$ cat src/rtl/song_sequencer_pkg.sv
// rtl/song_sequencer_pkg.sv - shared constants, entry layout, FSM states and pitch decode
package song_sequencer_pkg;

  localparam int CLK_HZ_DEFAULT = 25000000;

  // Pitch codes: 1..8 select C4..C5, everything else is silence
  typedef enum logic [3:0] {
    PITCH_REST = 4'd0,
    PITCH_C4   = 4'd1,
    PITCH_D4   = 4'd2,
    PITCH_E4   = 4'd3,
    PITCH_F4   = 4'd4,
    PITCH_G4   = 4'd5,
    PITCH_A4   = 4'd6,
    PITCH_B4   = 4'd7,
    PITCH_C5   = 4'd8
  } pitch_t;

  // Song entry layout: [7:4] pitch code, [3:0] duration in ticks
  localparam int PITCH_LSB = 4;
  localparam int PITCH_W   = 4;
  localparam int DUR_LSB   = 0;
  localparam int DUR_W     = 4;

  typedef enum logic [2:0] {
    ST_IDLE,
    ST_FETCH,
    ST_DECODE,
    ST_PLAY,
    ST_GAP
  } state_t;

  // C4 drives bit 7, C5 drives bit 0; rests and unused codes give no gate
  function automatic logic [7:0] pitch_onehot(input logic [3:0] code);
    logic [7:0] r;
    r = 8'h00;
    if (code >= PITCH_C4 && code <= PITCH_C5)
      r = 8'h80 >> (code - 4'(PITCH_C4));
    return r;
  endfunction

endpackage

$ cat src/rtl/song_sequencer_if.sv
// rtl/song_sequencer_if.sv - song RAM write port bundle
interface song_sequencer_if #(
  parameter int ADDR_W = 3
);
  logic              wr_en;
  logic [ADDR_W-1:0] wr_addr;
  logic [7:0]        wr_data;

  modport master (output wr_en, output wr_addr, output wr_data);
  modport slave  (input  wr_en, input  wr_addr, input  wr_data);
endinterface

$ cat src/rtl/song_sequencer_tick_gen.sv
// rtl/song_sequencer_tick_gen.sv - duration tick divider with synchronous clear
module tick_gen #(
  parameter int DIV = 10
) (
  input  logic clk,
  input  logic rst,
  input  logic clr,
  output logic tick
);
  localparam int W = (DIV > 1) ? $clog2(DIV) : 1;

  logic [W-1:0] cnt;

  assign tick = (cnt == W'(DIV - 1));

  // Count 0..DIV-1; clear restarts the period so every note starts aligned
  always_ff @(posedge clk or posedge rst) begin
    if (rst)
      cnt <= '0;
    else if (clr || tick)
      cnt <= '0;
    else
      cnt <= cnt + 1'b1;
  end
endmodule

$ cat src/rtl/song_sequencer.sv
// rtl/song_sequencer.sv - song RAM playback sequencer with live-switch passthrough
module song_sequencer
  import song_sequencer_pkg::*;
#(
  parameter int CLK_HZ    = CLK_HZ_DEFAULT,
  parameter int TICK_HZ   = 50,
  parameter int ADDR_W    = 3,
  parameter int GAP_TICKS = 1
) (
  input  logic              clk,
  input  logic              rst,
  input  logic              start,
  input  logic              stop,
  input  logic              loop,
  input  logic [7:0]        sw,
  song_sequencer_if.slave   wr,
  output logic [7:0]        note_en,
  output logic              busy,
  output logic [ADDR_W-1:0] step,
  output logic              done
);
  localparam int TICK_DIV = CLK_HZ / TICK_HZ;
  localparam int SONG_LEN = 2 ** ADDR_W;
  localparam logic [ADDR_W-1:0] LAST_STEP = ADDR_W'(SONG_LEN - 1);

  typedef logic [7:0] song_t [SONG_LEN];

  // Power-up melody: the scale C4..C5, four ticks per note
  function automatic song_t song_init();
    song_t s;
    for (int i = 0; i < SONG_LEN; i++)
      s[i] = {4'((i % 8) + 1), 4'd4};
    return s;
  endfunction

  song_t       mem = song_init();
  logic [7:0]  rdata;
  logic [3:0]  pitch, dur;

  state_t            state, nxt;
  logic [7:0]        n_note;
  logic [ADDR_W-1:0] n_step;
  logic [3:0]        rem, n_rem;
  logic              n_done, clr, tick, adv, fin;

  assign pitch = rdata[PITCH_LSB +: PITCH_W];
  assign dur   = rdata[DUR_LSB +: DUR_W];
  assign busy  = (state != ST_IDLE);

  // Song RAM: synchronous read of the current step, old data wins on a same-cycle write
  always_ff @(posedge clk) begin
    if (wr.wr_en)
      mem[wr.wr_addr] <= wr.wr_data;
    rdata <= mem[step];
  end

  tick_gen #(.DIV(TICK_DIV)) u_tick (
    .clk  (clk),
    .rst  (rst),
    .clr  (clr),
    .tick (tick)
  );

  // State and registered outputs
  always_ff @(posedge clk or posedge rst) begin
    if (rst) begin
      state   <= ST_IDLE;
      note_en <= 8'h00;
      step    <= '0;
      rem     <= 4'd0;
      done    <= 1'b0;
    end else begin
      state   <= nxt;
      note_en <= n_note;
      step    <= n_step;
      rem     <= n_rem;
      done    <= n_done;
    end
  end

  // Next-state and output logic; stop overrides everything once playback is running
  always_comb begin
    nxt    = state;
    n_note = note_en;
    n_step = step;
    n_rem  = rem;
    n_done = 1'b0;
    clr    = (state != ST_PLAY) && (state != ST_GAP);
    adv    = 1'b0;
    fin    = 1'b0;
    case (state)
      ST_IDLE: begin
        n_note = sw;
        if (start && !stop) begin
          nxt    = ST_FETCH;
          n_step = '0;
          n_note = 8'h00;
        end
      end
      ST_FETCH: nxt = ST_DECODE;
      ST_DECODE: begin
        if (dur != 4'd0) begin
          nxt    = ST_PLAY;
          n_note = pitch_onehot(pitch);
          n_rem  = dur;
        end else if (step == '0) begin
          // An empty song finishes even when looping, so it cannot spin
          nxt    = ST_IDLE;
          n_done = 1'b1;
        end else begin
          fin = 1'b1;
        end
      end
      ST_PLAY: begin
        if (tick) begin
          if (rem == 4'd1) begin
            if (GAP_TICKS > 0) begin
              nxt    = ST_GAP;
              n_note = 8'h00;
              n_rem  = 4'(GAP_TICKS);
              clr    = 1'b1;
            end else begin
              adv = 1'b1;
            end
          end else begin
            n_rem = rem - 4'd1;
          end
        end
      end
      ST_GAP: begin
        if (tick) begin
          if (rem == 4'd1)
            adv = 1'b1;
          else
            n_rem = rem - 4'd1;
        end
      end
      default: nxt = ST_IDLE;
    endcase

    if (adv) begin
      if (step == LAST_STEP) begin
        fin = 1'b1;
      end else begin
        n_step = step + 1'b1;
        n_note = 8'h00;
        nxt    = ST_FETCH;
      end
    end

    if (fin) begin
      n_note = 8'h00;
      if (loop) begin
        n_step = '0;
        nxt    = ST_FETCH;
      end else begin
        nxt    = ST_IDLE;
        n_done = 1'b1;
      end
    end

    if (stop && state != ST_IDLE) begin
      nxt    = ST_IDLE;
      n_note = 8'h00;
      n_done = 1'b0;
    end
  end
endmodule
$ cat src/flat_wrapper.sv
// flat-port wrapper written by rule: the top's interface ports become plain ports
module song_sequencer_flat import song_sequencer_pkg::*;
#(
  parameter int CLK_HZ    = CLK_HZ_DEFAULT,
  parameter int TICK_HZ   = 50,
  parameter int ADDR_W    = 3,
  parameter int GAP_TICKS = 1
)
  (clk, rst, start, stop, loop, sw, note_en, busy, step, done, wr_wr_en, wr_wr_addr, wr_wr_data);
  song_sequencer_if #(.ADDR_W(ADDR_W)) wr_i ();
  input  logic clk;
  input  logic rst;
  input  logic start;
  input  logic stop;
  input  logic loop;
  input  logic [7:0] sw;
  output logic [7:0] note_en;
  output logic busy;
  output logic [ADDR_W-1:0] step;
  output logic done;
  input wire logic [$bits(wr_i.wr_en)-1:0] wr_wr_en;
  input wire logic [$bits(wr_i.wr_addr)-1:0] wr_wr_addr;
  input wire logic [$bits(wr_i.wr_data)-1:0] wr_wr_data;
  assign wr_i.wr_en = wr_wr_en;
  assign wr_i.wr_addr = wr_wr_addr;
  assign wr_i.wr_data = wr_wr_data;
  song_sequencer #(.CLK_HZ(CLK_HZ), .TICK_HZ(TICK_HZ), .ADDR_W(ADDR_W), .GAP_TICKS(GAP_TICKS)) u_core (.clk(clk), .rst(rst), .start(start), .stop(stop), .loop(loop), .sw(sw), .wr(wr_i), .note_en(note_en), .busy(busy), .step(step), .done(done));
endmodule
$ cat config.mk
export PLATFORM = sky130hd
export DESIGN_NAME = song_sequencer_flat
export DESIGN_NICKNAME = d
export VERILOG_FILES = /design/src/rtl/song_sequencer_pkg.sv /design/src/rtl/song_sequencer_if.sv /design/src/rtl/song_sequencer_tick_gen.sv /design/src/rtl/song_sequencer.sv /design/src/flat_wrapper.sv
export SDC_FILE = /design/constraint.sdc
export NUM_CORES = 1
export LEC_CHECK = 0
export ABC_AREA = 1
export CELL_PAD_IN_SITES_DETAIL_PLACEMENT = 0
export CELL_PAD_IN_SITES_GLOBAL_PLACEMENT = 1
export CORE_ASPECT_RATIO = 1.2
export CORE_MARGIN = 3
export CORE_UTILIZATION = 42
export DETAILED_ROUTE_END_ITERATION = 12
export PLACE_DENSITY = 0.78
export SLEW_MARGIN = 20
export SYNTH_ARGS = -nofsm -noshare
export SYNTH_HDL_FRONTEND = slang
export SYNTH_SLANG_ARGS = --single-unit
$ cat constraint.sdc
create_clock -name clk -period 2.15 [get_ports clk]
set_input_delay 0.43 -clock clk [delete_from_list [all_inputs] [get_ports clk]]
set_output_delay 0.43 -clock clk [all_outputs]
set_load 0.005 [all_outputs]
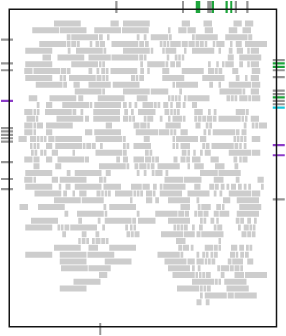
(run_1/pins.png)
Pins as bars across the die edge, other pins in grey.
- green: sw (pins 8; direction input; edge 5 top, 3 right)
- cyan: stop (pins 1; direction input; edge right)
- purple: step (pins 3; direction output; edge 2 right, 1 left)
- all pins by edge: 14 right, 12 left, 11 top, 1 bottom

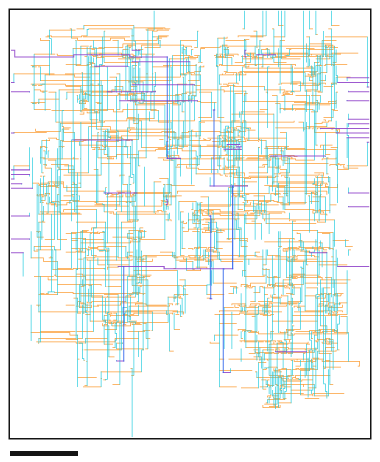
(run_1/metal_stack.png)
Scale bar: 20 um.
- blue: met4 (wire length 160 um)
- cyan: met2 (wire length 5,280 um)
- orange: met1 (wire length 4,980 um)
- purple: met3 (wire length 399 um)
GRT Util Overall: 0.166
Vias: 3,657
DR WL/cell: 14.9 um

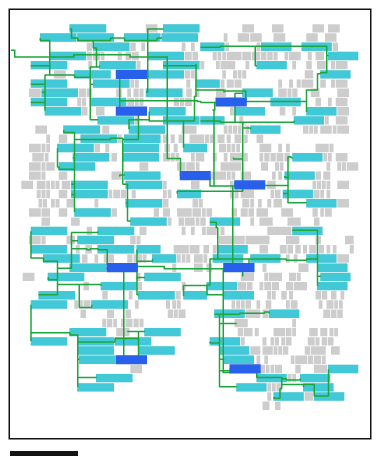
(run_1/clock_map.png)
Scale bar: 20 um.
- cyan: flip-flops (count 110)
- blue: cells driving clock nets (count 9)
- green: clock wires (length 1,240 um)
- routed clock nets: 10
Clk pwr share: 0.323
Clk power: 1.65 mW

==> ci_impl_report.md, run 1 <==
### Metrics collected by this job

| Metric | Value |
|---|---|
| FF-to-FF End | u_core.rem[0]$_DFFE_PP0P_ |
| Num rows | 43 |
| Crit Path Category | reg2out |
| Power Sequential | 2.50 mW |
| CP Capture Point | busy |
| Ant diodes | 0 |
| DP Area | 0.00574 mm^2 |
| Post-synth seq share | 0.597 |
| R2R cell count | 10 |
| Share of layout cells above drive strength 1 | 0.127 |
| Gate Area | 0.00182 mm^2 |
| Fp_density | 0.435 |
| Clk sinks | 110 |
| Clock transition at path regs | roughly 0.08 ns |
| Slew at the pin with the worst max-slew slack | slightly below 0.5 ns |
| Crit path arrival time | 1.62 ns |
| Clk latency late pin | 0.35 ns |
| Min Tclk post-route | 2.05 ns |
| Status | finished clean |
| Top cell excl fill/tap | nand2_1 |
| First-pass GRT wire length | ~18,000 um |
| Overflow after GRT | 0 |
| Top Family by Delay on Critical Path | buffers and inverters |
| Unique cell types | 43 |
| FF-to-FF setup slack | 0.41 ns |
| Part of the power in combinational logic | 0.186 |
| Layout area overhead | 18.8% |
| Slowest CP cell | clkdlybuf4s50_1 |
| Pwr top | sequential cells |
| Routed Wire Length | 10,800 um |
| Top cells, area | edfxtp_1, dfrtp_1, nand2_1 |
| Total power | 5.10 mW |
| Post-synth EDFFs | 64 |
| Worst vdd ir | 0.000369 V |
| Post-CTS Setup Bufs | 0 |
| Top cells by count | nand2_1, nor2_1, edfxtp_1, inv_1, dfrtp_1 |
| Worst setup margin | 0.104 ns |
==> run 1: layout make-up <==
type,count,share of cell area
Clock buffer,9,0.0373
Clock inverter,7,0.0118
Inverter,45,0.0288
Multi-Input combinational cell,341,0.302
Sequential cell,110,0.503
Tap cell,157,0.0326
Timing Repair Buffer,56,0.0850
==> run 1: worst register-to-register path: stages, from the launching register on <==
cell	delay (ns)
dfrtp_1	0.44
ha_1	0.25
nand2_2	0.09
nor2_4	0.16
inv_4	0.07
nor2_8	0.13
nand2_4	0.09
nand2_8	0.13
o211ai_4	0.13
nand2_1	0.10
o21ai_2	0.05
==> run 1: per-layer routing <==
layer	share of wire	wire length (um)	vias to the layer above	GRT usage
met5	0	0	-	0
met4	0.015	159	0	0.0534
met2	0.49	5280	70	0.278
met1	0.46	4980	1729	0.220
li1	-	-	1846	-
met3	0.037	398	12	0.0275
==> run 1: cells by family (layout without fill, tap and decap cells) <==
logic type,after synthesis,after routing,synth area share
AND-OR/OR-AND,99,99,0.114
XOR/XNOR,5,5,0.00862
adder cells (fa/ha/maj),8,8,0.0197
buffers and inverters,57,117,0.0446
flip-flops,110,110,0.597
AND/OR/NAND/NOR,229,229,0.216
==> run 1: registers in the layout, indices dropped and copies added, names as in the netlist <==
name	flops
u_core.mem	64
u_core.u_tick.cnt	19
u_core.note_en	8
u_core.rdata	8
u_core.rem	4
u_core.state	3
u_core.step	3
u_core.done	1
==> run_1/registers.png <==
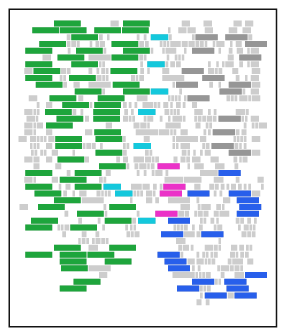

## Run 2: what changed since run 1
- DONT_BUFFER_PORTS: default -> 1
- PLACE_DENSITY: 0.78 -> 0.73
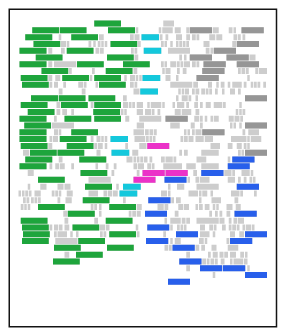
(run_2/registers.png)
- magenta: u_core.rem (sequential cells 4; where middle)
- green: u_core.mem (sequential cells 64)
- blue: u_core.u_tick.cnt (sequential cells 19)
- cyan: u_core.rdata (sequential cells 8)

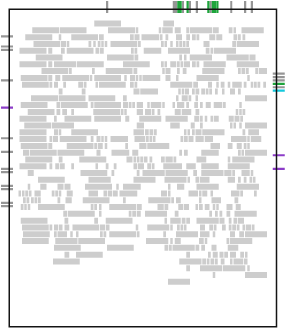
(run_2/pins.png)
Pins as bars across the die edge, other pins in grey.
- green: sw (pins 8; direction input; edge 7 top, 1 right)
- purple: step (pins 3; direction output; edge 2 right, 1 left)
- cyan: stop (pins 1; direction input; edge right)

==> ci_impl_report.md, run 2 <==
### Metrics collected by this job

| Metric | Value |
|---|---|
| Main flop type | edfxtp_1 |
| Clock transition at path regs | 0.08 ns (about the same) |
| DR WL/cell | 15.0 um (+0.20%) |
| GRT Util Overall | 0.162 (-0.00352) |
| Clk pwr share | 0.336 (+0.013) |
| Vias | 3,485 (-4.7%) |
| Power Sequential | 2.53 mW (about the same) |
| Via-per-instance ratio | 5.10 |
| Worst Hold Depth | 0 |
| Clk latency late pin | 0.35 ns (about the same) |
| Pwr top | sequential cells |
| Top cells, area | edfxtp_1, dfrtp_1, nand2_1 |
| Top Ports | 38 |
| Worst Hold Path EP | u_core.mem[5][5]$_DFFE_PP_ |
| Crit Path Category | reg2reg |
| Total CTS buffers | 9 |
| Met2 Use GR | 0.266 (-0.0119) |
| Met1 WL | 4700 um (-5.6%) |
| Met2 wire length | 5010 um (-5.1%) |
| Max reg flops | 64 (unchanged) |
| Post-synth seq share | 0.597 (unchanged) |
| Final hold violations | 0 |
| CP max stage delay | 0.43 ns |
| First-pass GRT wire length | 17,300 um (-2.0%) |
| Met1 Usage GRT | 0.214 (-0.00611) |
| CP Max Fanout | 14 |
| Min Tclk post-route | 1.75 ns (-0.293 ns) |
| Layout area overhead | 10.9% |
| R2R cell count | 10 (unchanged) |
| FF-to-FF setup slack | 0.40 ns (about the same) |
| Slowest CP cell | dfrtp_1 |
| Clk power | 1.65 mW (about the same) |
| Routed Wire Length | 10,200 um (-5.5%) |
| Top cells by count | nand2_1, nor2_1, edfxtp_1, inv_1, dfrtp_1 |
| Worst setup margin | 0.396 ns (+0.293 ns) |
| Warnings from Yosys | 0 |
| Status | finished clean |
| Regs by FF count | u_core.mem x64, u_core.u_tick.cnt x19 |
| Met3 wire len | 357 um (-10%) |
| Met3 Usage GRT | 0.0290 (+0.00153) |
| Most crowded layer after global routing | met2 |
| Sequential power share | 0.514 |
| Top sig layer | met4 |
| Ant diodes | 0 (unchanged) |
| Clk sinks | 110 (unchanged) |
| Worst hold slack | 0.169 ns |
| Slew at the pin with the worst max-slew slack | 0.432 ns (-0.0534 ns) |
| Num rows | 43 (unchanged) |
| Top Family by Delay on Critical Path | simple AND/OR/NAND/NOR gates |
| Hold Crit Start | wr_wr_data[5] |
| Fp_density | 0.435 (unchanged) |
| Top reg by flops | u_core.mem |
| CTS Hold Bufs | 1 |
| Max Root-Sink Buffers | 2 |
| Synth async-reset ratio | 0.345 |
| Count leader, synth | nand2_1 |
| Top cell excl fill/tap | nand2_1 |
| Cells after Synth | ~500 |
| Fin. max-slew vios | 0 |
| Part of the power in combinational logic | 0.150 (-0.036) |
| Yosys-reported design area after synthesis | just over 0.005 mm^2 |
| Share of layout cells above drive strength 1 | 0.127 (+0.000374) |
| First drt pass iteration count | 4 |
| Post-synth EDFFs | 64 (unchanged) |
| # nets final | about 560 |
| Syn nets | 541 |
| Crit path arrival time | 1.99 ns (+0.37 ns) |
| Antenna violations before repair | 0 |
| Unique cell types | 43 (unchanged) |
| Critical Path, Cell by Cell | ha_1, nand2_2, nor2_4, inv_4, nor2_8, nand2_4, nand2_8, o211ai_4, nand2_1, o21ai_2 |
| Worst vdd ir | 0.000598 V (+62%) |
| Logic power comb | between 700 and 800 uW |
| RR Startpoint | u_core.u_tick.cnt[0]$_DFF_PP0_ |
| CTS tree | done |
| Yosys Instances | 508 |
| Crit path buffers/inverters | 1 |
| Root Buffer | clkbuf_16 |
| Overflow after GRT | 0 (unchanged) |
| FF-to-FF End | u_core.rem[0]$_DFFE_PP0P_ |
| Die W | about 110 um |
| Post-CTS Setup Bufs | 0 (unchanged) |
| Setup TNS | 0 ns |
[run 2: cell counts after synthesis]
No cell type changed its count.
[run 2: metrics by stage]
step / cells / utilization / area (um^2) / total power, mW
finish: 684 / 0.482 / 5630 / 4.92
global route: 684 / 0.482 / 5630 / 5.18
CTS: 684 / 0.482 / 5630 / 4.98
detailed placement: 667 / 0.456 / 5330 / 3.31
global placement: 667 / 0.456 / 5330 / 3.29
floorplan: 508 / - / 5080 / 3.13
[run 2: kinds of logic (layout without fill, tap and decap cells)]
family / Yosys count / count (layout) / share of synthesized area
simple gates: 229 / 229 / 0.216
flops: 110 / 110 / 0.597
buf+inv: 57 / 76 / 0.0446
xor+xnor: 5 / 5 / 0.00862
compound gates: 99 / 99 / 0.114
fa+ha+maj: 8 / 8 / 0.0197
[run 2: worst max path at each step]
stage / startpoint / to / slack, ns / cells after the start
after floorplan: u_core.step[0]$_DFF_PP0_ / u_core.state[2]$_DFF_PP0_ / 0.50 / 8
after global placement: u_core.u_tick.cnt[0]$_DFF_PP0_ / u_core.rem[0]$_DFFE_PP0P_ / 0.45 / 10
final: u_core.u_tick.cnt[0]$_DFF_PP0_ / u_core.rem[0]$_DFFE_PP0P_ / 0.40 / 10
after detailed placement: u_core.u_tick.cnt[0]$_DFF_PP0_ / u_core.note_en[4]$_DFF_PP0_ / 0.41 / 10
after CTS: u_core.u_tick.cnt[0]$_DFF_PP0_ / u_core.rem[0]$_DFFE_PP0P_ / 0.39 / 10
after global routing: u_core.u_tick.cnt[0]$_DFF_PP0_ / u_core.note_en[5]$_DFF_PP0_ / 0.21 / 10
[run 2: layout make-up]
class,count,area [um^2]
clock inverters,7,68.8
clock buffers,9,225
repair buffers,15,115
inverters,45,174
fillers,1109,6040
well taps,157,196
flip-flops and latches,110,3030
multi-input cells,341,1820
Power is estimated from default activity; no workload was simulated.
